==> images/ff_map.png <==
Other sequential cells in the stronger grey, the rest of the logic in the fainter grey.
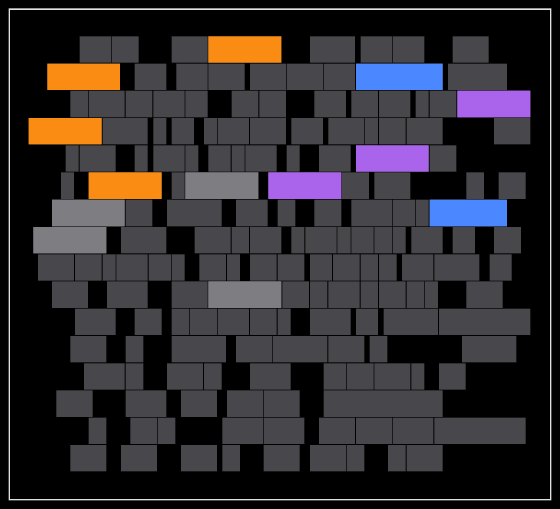
==> images/m3.png <==
Scale bar: 20 um. Cells faint in the background.
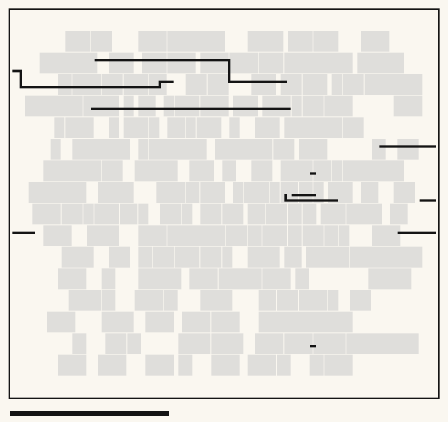
==> images/m2.png <==
Cells faint in the background.
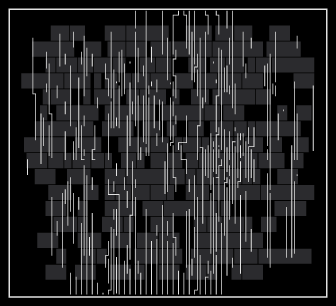
==> config.mk <==
export PLATFORM = sky130hd
export DESIGN_NAME = fifo_wr_arbiter_flat
export DESIGN_NICKNAME = d
export VERILOG_FILES = /design/src/rtl/fifo_wr_arbiter_if.sv /design/src/rtl/fifo_wr_arbiter.sv /design/src/flat_wrapper.sv
export SDC_FILE = /design/constraint.sdc
export NUM_CORES = 1
export LEC_CHECK = 0
export CORE_ASPECT_RATIO = 0.9
export CORE_MARGIN = 1.5
export CORE_UTILIZATION = 40
export DETAILED_ROUTE_END_ITERATION = 7
export PLACE_DENSITY = 0.79
export SYNTH_ARGS = -nofsm -noshare
export SYNTH_HDL_FRONTEND = slang
export SYNTH_SLANG_ARGS = --single-unit
export TNS_END_PERCENT = 50
==> constraint.sdc <==
create_clock -name clk -period 1.91 [get_ports clk]
set_input_delay 0.382 -clock clk [delete_from_list [all_inputs] [get_ports clk]]
set_output_delay 0.382 -clock clk [all_outputs]
set_load 0.01 [all_outputs]
==> results_dict.tcl <==
# collected from the flow reports
set metrics [dict create \
    status "finished, violations left" \
    failed_checks "negative setup slack" \
    largest_area_cell "sky130_fd_sc_hd__dfxtp_1" \
    layout.cells.most_common "sky130_fd_sc_hd__clkdlybuf4s50_1" \
    timing.final.max_slew_violations 0 \
    pin_count_of_the_biggest_net_entering_global_routing 12 \
    global_route_usage_sum_pct 23.6 \
    total_leakage_power_nw 0.689 \
    gpl.final_weighted_congestion 0.802 \
    cts_buffers 3 \
    timing.final.ws_setup_ns -0.0452 \
    largest_class "logic gates" \
    cp_num_cells 6 \
    iteration_tally_of_the_first_detailed_router_pass 4 \
    clock_tree.htree_level_count 1 \
    worstPathCellList "inv_4 -> ha_4 -> mux2_4 -> and3_4 -> nor2b_1 -> buf_2" \
    timing.fmax_mhz 511 \
    ys_dominant_reg_cell "sky130_fd_sc_hd__dfxtp_1" \
    routed_via_density 4.89 \
    criticalPathCategory "flop to primary output" \
    synth_largest_type_area_fraction_pct 27.9 \
    synth_cell_types 35 \
    met3RoutedLength_um 100 \
    critical_path_required_ns 1.53 \
    largest_register_ff_count 4 \
    enable_flop_cells 0 \
    syn-instance-count 106 \
    worst-path-max-fanout 3 \
    synthesis.yosys.warnings 0 \
    period_needed_ns 1.96 \
    layout.nets 200 \
    initial_antenna_violation_count 0 \
    routed_wire_per_std_cell_um 14.2 \
    wl_met2_um 1420 \
    nFlopsAndLatches 13 \
    powerDensity_nw_per_um2 1070 \
    net_switching_power_of_the_design_w 0.000648 \
    grt_first_pass_wirelength_um 4620 \
    grt_overflow 0 \
    detailed_place.area_um2 1500 \
    number_of_sinks_driven_by_the_clock_tree 13 \
    post_layout_nonfiller_instances 197 \
    post_cts.resized_instances 63 \
    first_global_vias 1020 \
    top_layer_used "met4" \
    cpLargestDelayFamily "flip-flops" \
    final_layout_size_suffix_gt1_share_pct 34.1 \
    port_buffers 44 \
    clkLatencyLatePin_ns 0.28 \
    critical-path-max-stage-delay_ns 0.34 \
    worst_setup_hold_path_clk_slew_ns 0.08 \
    comb_area_um2 683 \
    internal_power_w 0.00108 \
    r2r.worst_path.cells 8 \
    signal_buffers 64 \
    clock_cell_area_share_pct 1.71 \
    remaining_drc_errors 0 \
    core_area_um2 2180 \
    final_number_of_setup_violating_endpoints 3 \
    data_path_buffer_share_of_cell_area_in_the_final_layout_pct 35.8 \
    timing.reg2reg.setup_slack_ns 0.05 \
    post-layout-total-power_w 0.00173 \
    final_cell_mix "sky130_fd_sc_hd__clkdlybuf4s50_1 (28), sky130_fd_sc_hd__buf_4 (18), sky130_fd_sc_hd__nor2_1 (11), sky130_fd_sc_hd__dfxtp_1 (11), sky130_fd_sc_hd__buf_2 (9)" \
    root_buffer "sky130_fd_sc_hd__clkbuf_4" \
    number_of_post_cts_setup_repair_buffers 4 \
    grt_max_usage_layer "met2" \
    drt_iter0_markers 20 \
    yosys_cells 106 \
    fp.dieH_um 48.8 \
    fillers 167 \
    timing.hold.ws_ns 0.509 \
    fin_crit_sh_pct 102 \
    boundaryPins 45 \
    synthTopCellsByArea "sky130_fd_sc_hd__dfxtp_1 (28%), sky130_fd_sc_hd__mux2_2 (9.7%), sky130_fd_sc_hd__xnor2_1 (7.5%), sky130_fd_sc_hd__ha_1 (6.7%), sky130_fd_sc_hd__nor2_1 (4.4%)" \
    critPathCaptureType "primary output" \
    sequentialPowerShare_pct 22.6 \
    antenna-diode-count 0 \
    area_growth_syn_to_layout_pct 72.7 \
    stage_log_warnings 30 \
    area.share.combinational_pct 42.4 \
    crit_path_top_delay_cell "sky130_fd_sc_hd__dfxtp_2" \
    postRouteAntennaNets 0 \
    chipArea_um2 2630 \
    whs_path_depth 2 \
    nWellTaps 27 \
]
Notes on ff_map.png above:
Key: u_core.bus.owner = blue [flops 2]; u_core.bus.wr_ptr_gray = purple [flops 3]; u_core.bin = orange [flops 4, where top left]
Another 4 sequential cells are not coloured.
sequential fraction of total cell area: 16.5%
sequential group power: 0.000391 W
area taken by flip-flops and latches: 265 um2
utilization after layout: 73.9%

Notes on m3.png above:
10 nets have wire on it. The layer holds 3.6% of the routed length. The longest straight run is 24.8 um.
Vias: 964
fraction of met3 tracks used by global routing: 7.06%

Notes on m2.png above:
The wires run mostly vertical. The longest straight run is 23.1 um. 175 nets have wire on it. The layer holds 51% of the routed length.
met2 routing resource usage after global routing: 37.4%
Routed Wire Length: 2800 um

[power groups by stage]
stage | clock network [W] | registers, W | logic (W)
after global placement | 0 | 0.000379 | 0.000939
after global routing | 0.000194 | 0.000399 | 0.00125
after detailed placement | 0 | 0.000382 | 0.000963
final | 0.000173 | 0.000391 | 0.00116
after CTS | 0.000180 | 0.000388 | 0.00112
after floorplan | 0 | 0.000393 | 0.000543
[kinds of logic after synthesis]
kind of cell	after synthesis	share of synthesized area, %
mux	14	16.4
xor+xnor	12	11.3
fa+ha+maj	5	6.70
flops	13	27.9
compound gates	18	13.9
simple gates	34	19.0
buf+inv	10	4.83
[tightest hold or removal path: stages, from the launching register on]
cell                      delay, ns
sky130_fd_sc_hd__dfxtp_1       0.34
sky130_fd_sc_hd__nand2_1       0.06
sky130_fd_sc_hd__o22ai_1       0.06
Power figures rest on the tool's default switching activity, not on a simulated workload.
